$ cat config.mk
export PLATFORM = sky130hd
export DESIGN_NAME = m_pcpi_adapter
export DESIGN_NICKNAME = d
export VERILOG_FILES = /design/src/rtl/m_pcpi_adapter.sv
export SDC_FILE = /design/constraint.sdc
export NUM_CORES = 1
export LEC_CHECK = 0
export ABC_CLOCK_PERIOD_IN_PS = 4000
export CORE_AREA = 4 4 117 119
export DETAILED_ROUTE_END_ITERATION = 7
export DIE_AREA = 0 0 121 123
export HOLD_SLACK_MARGIN = 0.03
export PLACE_DENSITY = 0.93
export RECOVER_POWER = 50
export REMOVE_ABC_BUFFERS = 1
export SETUP_SLACK_MARGIN = 0.4
export SYNTH_ARGS = -nofsm -noshare
export SYNTH_HDL_FRONTEND = slang
export SYNTH_SLANG_ARGS = --single-unit
$ cat constraint.sdc
create_clock -name clk -period 4 [get_ports clk]
set_clock_uncertainty 0.05 [all_clocks]
set_input_delay 1.2 -clock clk [delete_from_list [all_inputs] [get_ports clk]]
set_output_delay 1.2 -clock clk [all_outputs]
set_load 0.01 [all_outputs]
$ cat src/rtl/m_pcpi_adapter.sv
// m_pcpi_adapter
//   Bridges the PicoRV32 PCPI port to a multi-cycle RV32M execution unit.
//   Decodes RV32M instructions (all eight funct3 ops), latches the operands,
//   fires a one-cycle start to the M unit, waits for its completion pulse and
//   returns the result to the core with the wait/ready/wr handshake.
//   Non-M instructions are ignored so other co-processors can share the bus.
//
// Parameters
//   TIMEOUT_CYCLES  WAIT-cycle limit before a forced abort response (>= 2).
//                   Only meaningful when M_PCPI_TIMEOUT_EN is defined.
//
// Optional feature
//   M_PCPI_TIMEOUT_EN  builds the WAIT timeout counter and the sticky
//                      timeout_err flag; undefined = wait forever, flag tied 0.
//
// Ports
//   clk, reset                         clock, synchronous active-high reset
//   pcpi_valid/insn/rs1/rs2            request from the core
//   pcpi_wr/rd/wait/ready              response to the core (wr/rd zero unless ready)
//   m_valid/instruction/rs1/rs2        start pulse and latched request to M unit
//   m_wr/rd/busy/ready                 status and result from M unit
//   timeout_err                        sticky timeout flag
//
// state | meaning
// ------+---------------------------------------------------------------
// IDLE  | no transaction; accepts a matching instruction
// ISSUE | m_valid pulse to the M unit
// WAIT  | stalling the core until m_ready (or abort / timeout)
// RESP  | pcpi_ready pulse with the captured result
// DRAIN | wait for pcpi_valid low (and unit idle) before re-arming

module m_pcpi_adapter #(
  parameter int unsigned TIMEOUT_CYCLES = 64
) (
  input  logic        clk,
  input  logic        reset,
  input  logic        pcpi_valid,
  input  logic [31:0] pcpi_insn,
  input  logic [31:0] pcpi_rs1,
  input  logic [31:0] pcpi_rs2,
  output logic        pcpi_wr,
  output logic [31:0] pcpi_rd,
  output logic        pcpi_wait,
  output logic        pcpi_ready,
  output logic        m_valid,
  output logic [31:0] m_instruction,
  output logic [31:0] m_rs1,
  output logic [31:0] m_rs2,
  input  logic        m_wr,
  input  logic [31:0] m_rd,
  input  logic        m_busy,
  input  logic        m_ready,
  output logic        timeout_err
);

  if (TIMEOUT_CYCLES < 2) begin : g_param_check
    $error("m_pcpi_adapter: TIMEOUT_CYCLES must be >= 2");
  end

  typedef enum logic [2:0] {
    S_IDLE,
    S_ISSUE,
    S_WAIT,
    S_RESP,
    S_DRAIN
  } state_e;

  state_e      state_q, state_d;
  logic [31:0] m_instruction_q, m_instruction_d;
  logic [31:0] m_rs1_q, m_rs1_d;
  logic [31:0] m_rs2_q, m_rs2_d;
  logic        m_valid_q, m_valid_d;
  logic        pcpi_wait_q, pcpi_wait_d;
  logic        pcpi_ready_q, pcpi_ready_d;
  logic        pcpi_wr_q, pcpi_wr_d;
  logic [31:0] pcpi_rd_q, pcpi_rd_d;
  logic        insn_match;

`ifdef M_PCPI_TIMEOUT_EN
  localparam int unsigned CW = (TIMEOUT_CYCLES > 2) ? $clog2(TIMEOUT_CYCLES) : 1;
  logic [CW-1:0] cnt_q, cnt_d;
  logic          timeout_err_q, timeout_err_d;
  // Set when DRAIN follows a timeout: the unit may be hung, so m_busy is
  // not allowed to hold the adapter in DRAIN.
  logic          hung_q, hung_d;
`endif

  assign insn_match = (pcpi_insn[6:0] == 7'b0110011) && (pcpi_insn[31:25] == 7'b0000001);

  always_comb begin
    state_d         = state_q;
    m_instruction_d = m_instruction_q;
    m_rs1_d         = m_rs1_q;
    m_rs2_d         = m_rs2_q;
    pcpi_ready_d    = 1'b0;
    pcpi_wr_d       = 1'b0;
    pcpi_rd_d       = 32'd0;
`ifdef M_PCPI_TIMEOUT_EN
    cnt_d           = cnt_q;
    timeout_err_d   = timeout_err_q;
    hung_d          = hung_q;
`endif

    unique case (state_q)
      S_IDLE: begin
        if (pcpi_valid && insn_match) begin
          m_instruction_d = pcpi_insn;
          m_rs1_d         = pcpi_rs1;
          m_rs2_d         = pcpi_rs2;
          state_d         = S_ISSUE;
        end
      end
      S_ISSUE: begin
        state_d = S_WAIT;
`ifdef M_PCPI_TIMEOUT_EN
        cnt_d   = '0;
`endif
      end
      S_WAIT: begin
        // m_ready has priority over a simultaneous core abort.
        if (m_ready) begin
          pcpi_ready_d = 1'b1;
          pcpi_wr_d    = m_wr;
          pcpi_rd_d    = m_rd;
          state_d      = S_RESP;
        end else if (!pcpi_valid) begin
          state_d = S_DRAIN;
        end
`ifdef M_PCPI_TIMEOUT_EN
        // cnt_q is the number of WAIT cycles already completed.
        else if (cnt_q == CW'(TIMEOUT_CYCLES - 1)) begin
          pcpi_ready_d  = 1'b1;
          timeout_err_d = 1'b1;
          hung_d        = 1'b1;
          state_d       = S_RESP;
        end else begin
          cnt_d = cnt_q + CW'(1);
        end
`endif
      end
      S_RESP: begin
        state_d = S_DRAIN;
      end
      S_DRAIN: begin
`ifdef M_PCPI_TIMEOUT_EN
        if (!pcpi_valid && (!m_busy || hung_q)) begin
          hung_d  = 1'b0;
          state_d = S_IDLE;
        end
`else
        if (!pcpi_valid && !m_busy) begin
          state_d = S_IDLE;
        end
`endif
      end
      default: state_d = S_IDLE;
    endcase

    m_valid_d   = (state_d == S_ISSUE);
    pcpi_wait_d = (state_d == S_ISSUE) || (state_d == S_WAIT) || (state_d == S_RESP);
  end

  always_ff @(posedge clk) begin
    if (reset) begin
      state_q         <= S_IDLE;
      m_instruction_q <= '0;
      m_rs1_q         <= '0;
      m_rs2_q         <= '0;
      m_valid_q       <= 1'b0;
      pcpi_wait_q     <= 1'b0;
      pcpi_ready_q    <= 1'b0;
      pcpi_wr_q       <= 1'b0;
      pcpi_rd_q       <= '0;
`ifdef M_PCPI_TIMEOUT_EN
      cnt_q           <= '0;
      timeout_err_q   <= 1'b0;
      hung_q          <= 1'b0;
`endif
    end else begin
      state_q         <= state_d;
      m_instruction_q <= m_instruction_d;
      m_rs1_q         <= m_rs1_d;
      m_rs2_q         <= m_rs2_d;
      m_valid_q       <= m_valid_d;
      pcpi_wait_q     <= pcpi_wait_d;
      pcpi_ready_q    <= pcpi_ready_d;
      pcpi_wr_q       <= pcpi_wr_d;
      pcpi_rd_q       <= pcpi_rd_d;
`ifdef M_PCPI_TIMEOUT_EN
      cnt_q           <= cnt_d;
      timeout_err_q   <= timeout_err_d;
      hung_q          <= hung_d;
`endif
    end
  end

  assign m_valid       = m_valid_q;
  assign m_instruction = m_instruction_q;
  assign m_rs1         = m_rs1_q;
  assign m_rs2         = m_rs2_q;
  assign pcpi_wait     = pcpi_wait_q;
  assign pcpi_ready    = pcpi_ready_q;
  assign pcpi_wr       = pcpi_wr_q;
  assign pcpi_rd       = pcpi_rd_q;
`ifdef M_PCPI_TIMEOUT_EN
  assign timeout_err   = timeout_err_q;
`else
  assign timeout_err   = 1'b0;
`endif

endmodule

==> Changelog: implementation, run 1 <==
## Implementation

* Number of global-route vias before repair at 4,593
* Crit path DRT at 4.22 ns
* Post-route ant nets at 0
* Max Cap Violations at 1
* Initial core utilization at 0.427
* Synth-to-layout area growth at 60.1%
* Logic pwr share at 0.065
* DPL Wire Length at 11.1 mm
* Synth area leaders: dfxtp_1, nand2b_1, mux2i_1
* Reg2Reg Launch Point: state_q[2]
* Worst-path clk slew at 0.05 ns
* Post-CTS Resized at 0
* Top Layout Cells: clkdlybuf4s50_1, nand2b_1, dfxtp_1
* Nets at 883
* Total track usage at 0.195
* Seq pwr share at 0.429
* Final Power at 3.14 mW
* Synthesized registers at 135
* Yosys stat area at 5370 sq um
* Status: complete, but fails checks
* Die y size at 123 um
* Slew Limit Fails at 119
* WHS Endpoint: m_instruction[25]
* YS warnings at 0
* Relative slew slack at -0.0656
* Via density at 4.55
* Synthesized area at 5370 sq um
* FF-to-FF path depth at 5
* Final Hold Fails at 0
* Pin count of the biggest net entering global routing at 119
* Initial antenna violation count at 0
* Clk latency late pin at 0.40 ns
* Fin Hold WS at 0.391 ns
* DRT Pass-1 Iters at 6
* Reg-to-Reg End: m_rs2[8]
* CTS Buf Count at 17
* Largest stage delay, worst path at 1.12 ns
* IO Pins at 267
* Hold_buf cts at 0
* Worst setup EP type: flop
* Leak at 3.29 nW
* Failing checks: capacitance limit, slew limit
* Global-route wire length before repair at 22.6 mm
* Worst path bufs/invs at 2
* Worst path depth at 4
## run 1: worst register-to-register path, stage by stage (launching register included)
cell     delay [ns]
dfxtp_1        0.36
nor2_2         0.15
and4b_1        0.22
and4_4         0.45
buf_12         0.35
mux2i_1        0.29
## run 1: cells by family (layout without fill, tap and decap cells)
group | Yosys count | in the layout | synth area share
flip-flops | 135 | 135 | 0.503
multiplexers | 82 | 82 | 0.153
other | 1 | 1 | 0.000698
AND-OR/OR-AND | 13 | 13 | 0.0144
AND/OR/NAND/NOR | 220 | 220 | 0.269
buffers and inverters | 41 | 310 | 0.0601
## run 1: layer usage
layer  track usage  vias up  wire length, um
met5             0        -                0
met4        0.0836        0              351
met3        0.0887       29             1490
met2         0.352      198             7430
met1         0.194     1926             5300
li1              -     2088                -
## run 1: final cells by class
cell class,instances,area [sq um]
timing repair buffer,272,2710
fill,926,3970
clock buffer,20,467
clock inverter,11,148
tap,172,215
multi-input combinational,316,2330
inverter,7,26.3
sequential,135,2700
## run 1: power by group through the flow
stage / logic, mW / registers, mW / clock network (mW)
final: 0.205 / 1.35 / 1.59
after global routing: 0.221 / 1.34 / 1.69
after CTS: 0.207 / 1.34 / 1.63
after detailed placement: 0.205 / 1.37 / 0
after global placement: 0.201 / 1.37 / 0
after floorplan: 0.0468 / 1.37 / 0
## run 1: registers in the layout (all words and copies together), names as in the netlist
signal and cells:
m_instruction 32, m_rs1 32, m_rs2 32, pcpi_rd 32, state_q 3, m_valid 1, pcpi_ready 1, pcpi_wait 1
pcpi_wr 1
Run 1, wire density map:
Scale: 3 px per um. 24 x 25 tiles, from black (low) to pale yellow (high), scaled to the fullest tile. Values are wire area over tile area, all layers added.
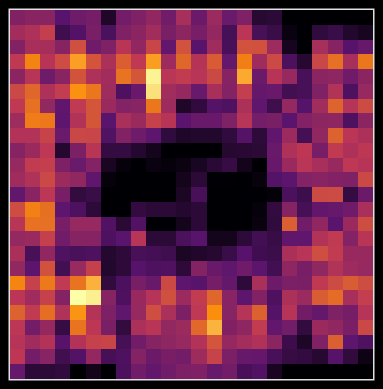
tiles over half the peak: 18%
nearly empty tiles: 8.8%
fullest tile: 0.50
emptiest ninth of the die: center
mean over tiles: 0.16

Run 1, cells by drive strength:
Scale: 4 px per um.
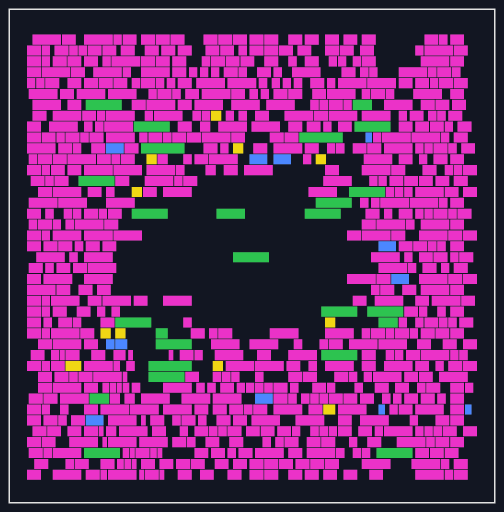
legend:
  blue:
    size: _2 cells
    cells: 12
    most_used: nor3b_2
  magenta:
    size: _0 and _1 cells
    cells: 713
    most_used: clkdlybuf4s50_1
  green:
    size: _6 and larger
    cells: 25
    most_used: clkbuf_16
  yellow:
    size: _3 and _4 cells
    cells: 11
    most_used: buf_4

Run 1, sequential cells colored by netlist name:
Scale: 3 px per um.
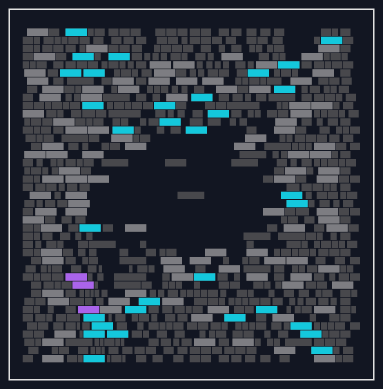
legend:
  purple:
    signal: state_q
    sequential_cells: 3
  cyan:
    signal: m_instruction
    sequential_cells: 32

Run 1, clock routing:
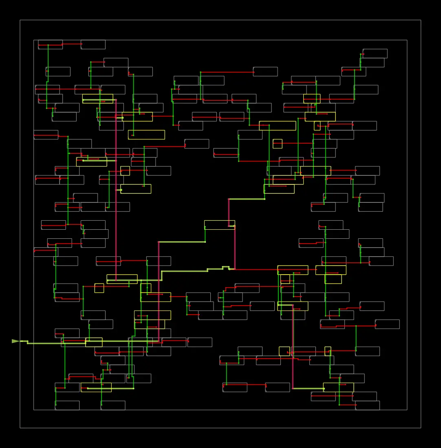

--- run 2 (diff from run 1) ---
--- a/config.mk
+++ b/config.mk
@@ -5,12 +5,12 @@
 export SDC_FILE = /design/constraint.sdc
 export NUM_CORES = 1
 export LEC_CHECK = 0
-export ABC_CLOCK_PERIOD_IN_PS = 4000
-export CORE_AREA = 4 4 117 119
+export ABC_CLOCK_PERIOD_IN_PS = 2800
+export CORE_AREA = 4 4 121 123
 export DETAILED_ROUTE_END_ITERATION = 7
-export DIE_AREA = 0 0 121 123
+export DIE_AREA = 0 0 125 127
 export HOLD_SLACK_MARGIN = 0.03
-export PLACE_DENSITY = 0.93
+export PLACE_DENSITY = 0.88
 export RECOVER_POWER = 50
 export REMOVE_ABC_BUFFERS = 1
 export SETUP_SLACK_MARGIN = 0.4
==> constraint.sdc (replaced) <==
create_clock -name clk -period 2.8 [get_ports clk]
set_clock_uncertainty 0.05 [all_clocks]
set_input_delay 0.84 -clock clk [delete_from_list [all_inputs] [get_ports clk]]
set_output_delay 0.84 -clock clk [all_outputs]
set_load 0.01 [all_outputs]
Run 2, clock routing:
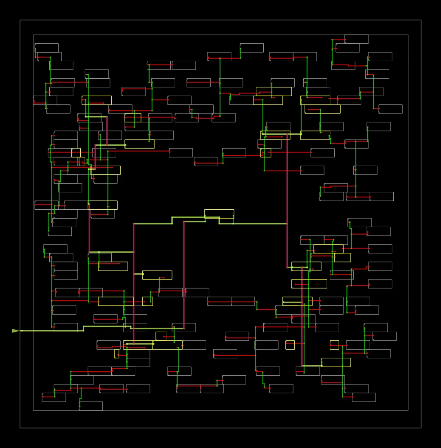
seq_cells: 135
clkbuf count: 20
Clock Power: 2.35 mW

==> run 2 against run 1 <==
  * The flow now finishes without violations
  * Sequential power grew 42%
  * Cell count grew 0.86%
  * Worst setup slack lost 0.60 ns
  * Utilization shrank 5.2 points
  * Cell area grew 0.42%
  * Sequential share of layout area shrank 0.13 points
  * Worst hold slack gained 0.0019 ns
==> Changelog: implementation, run 2 <==
## Implementation

* Reg-to-Reg End: pcpi_rd[23]
* Max Cap Violations at 0
* DRT Pass-1 Iters at 4
* Simple share at 0.269
* YS warnings at 0
* Via density at 4.48
* Number of global-route vias before repair at 4,181
* Initial core utilization at 0.393
* Post-route ant nets at 0
* WHS Endpoint: m_instruction[0]
* Synthesized area at 5370 sq um
* CTS Buf Count at 17
* FF-to-FF path depth at 5
* Post-Synth XOR/XNOR Area at 0
* Final Hold Fails at 0
* Top Layout Cells: clkdlybuf4s50_1, nand2b_1, dfxtp_1
* Synth area leaders: dfxtp_1, nand2b_1, mux2i_1
* Nets at 883
* Leak at 3.29 nW
* Synthesized registers at 135
* Slew Limit Fails at 0
* Worst setup EP type: flop
* Clk latency late pin at 0.40 ns
* Crit path DRT at 3.08 ns
* Worst path bufs/invs at 2
* Dominant comb cell: simple AND/OR/NAND/NOR gates
* Yosys stat area at 5370 sq um
* Global-route wire length before repair at 21.0 mm
* Mux share at 0.153
* Adder Area Share at 0
* Post-CTS Resized at 0
* Status: complete, no violations
* Worst-path clk slew at 0.06 ns
* Hold_buf cts at 0
* Relative slew slack at 0.367
* Die y size at 127 um
* Pin count of the biggest net entering global routing at 91
* Largest stage delay, worst path at 0.58 ns
Run 2, wire density map:
Scale: 3 px per um. 25 x 25 tiles, from black (low) to pale yellow (high), scaled to the fullest tile. Values are wire area over tile area, all layers added.
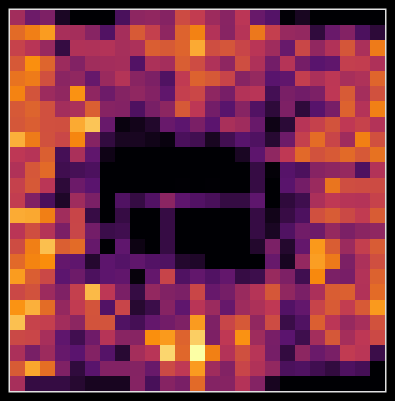
fullest tile: 0.40
mean over tiles: 0.14
emptiest ninth of the die: center
nearly empty tiles: 12%
WL/cell: 14.4 um
via count: 4,219
Routed WL: 13.5 mm
total track usage: 0.166

[run 2: cell types whose count changed in the layout (fill, tap and decap cells not counted), sizes merged]
cell	change
clkdlybuf4s50	-3
dlygate4sd3	+3
buf	+1
bufinv	+1
clkbuf	-1
clkinv	+1
clkinvlp	-1
inv	-1
[run 2: cell type report]
cell class | instances | area (sq um)
flip-flops and latches | 135 | 2700
well taps | 180 | 225
clock inverters | 11 | 174
repair buffers | 272 | 2740
inverters | 7 | 26.3
multi-input cells | 316 | 2310
fillers | 1123 | 5030
clock buffers | 20 | 457
[run 2: power by group]
part | total, mW | switching, mW | internal, mW
Combinational | 0.291 | 0.0758 | 0.215
Clock | 2.35 | 0.812 | 1.53
Sequential | 1.92 | 0.0000204 | 1.92
Total | 4.56 | 0.888 | 3.67
[run 2: through the flow]
step	util	total power [mW]	cells	area [sq um]	setup WS, ns
finish	0.632	4.56	941	8630	0.451
global placement	0.588	2.25	910	8040	0.170
detailed placement	0.588	2.26	910	8040	0.120
CTS	0.634	4.62	941	8670	0.549
global route	0.632	4.72	941	8630	0.328
floorplan	-	2.03	458	5070	0.131
[run 2: how the worst max path moves through the flow]
stage,slack [ns],startpoint,to,depth (start not counted)
after floorplan,0.13,pcpi_insn[26],m_instruction[10],3
after global placement,0.17,pcpi_insn[27],m_rs1[28],5
after detailed placement,0.12,pcpi_insn[27],m_rs2[4],5
after CTS,0.55,pcpi_insn[27],m_rs2[4],5
after global routing,0.33,pcpi_valid,m_rs2[4],5
final,0.45,pcpi_valid,m_rs2[4],5
[run 2: cell families after synthesis]
group	count (synthesis)
compound gates	13
mux	82
simple gates	220
buf+inv	41
other cells	1
flops	135
[run 2: per-layer routing]
metal  global-route usage  part of all wire
met4               0.0740             0.024
met2                0.282              0.48
met5                    0                 0
met3               0.0844              0.11
met1                0.172              0.39
Power and IR drop assume default switching activity.
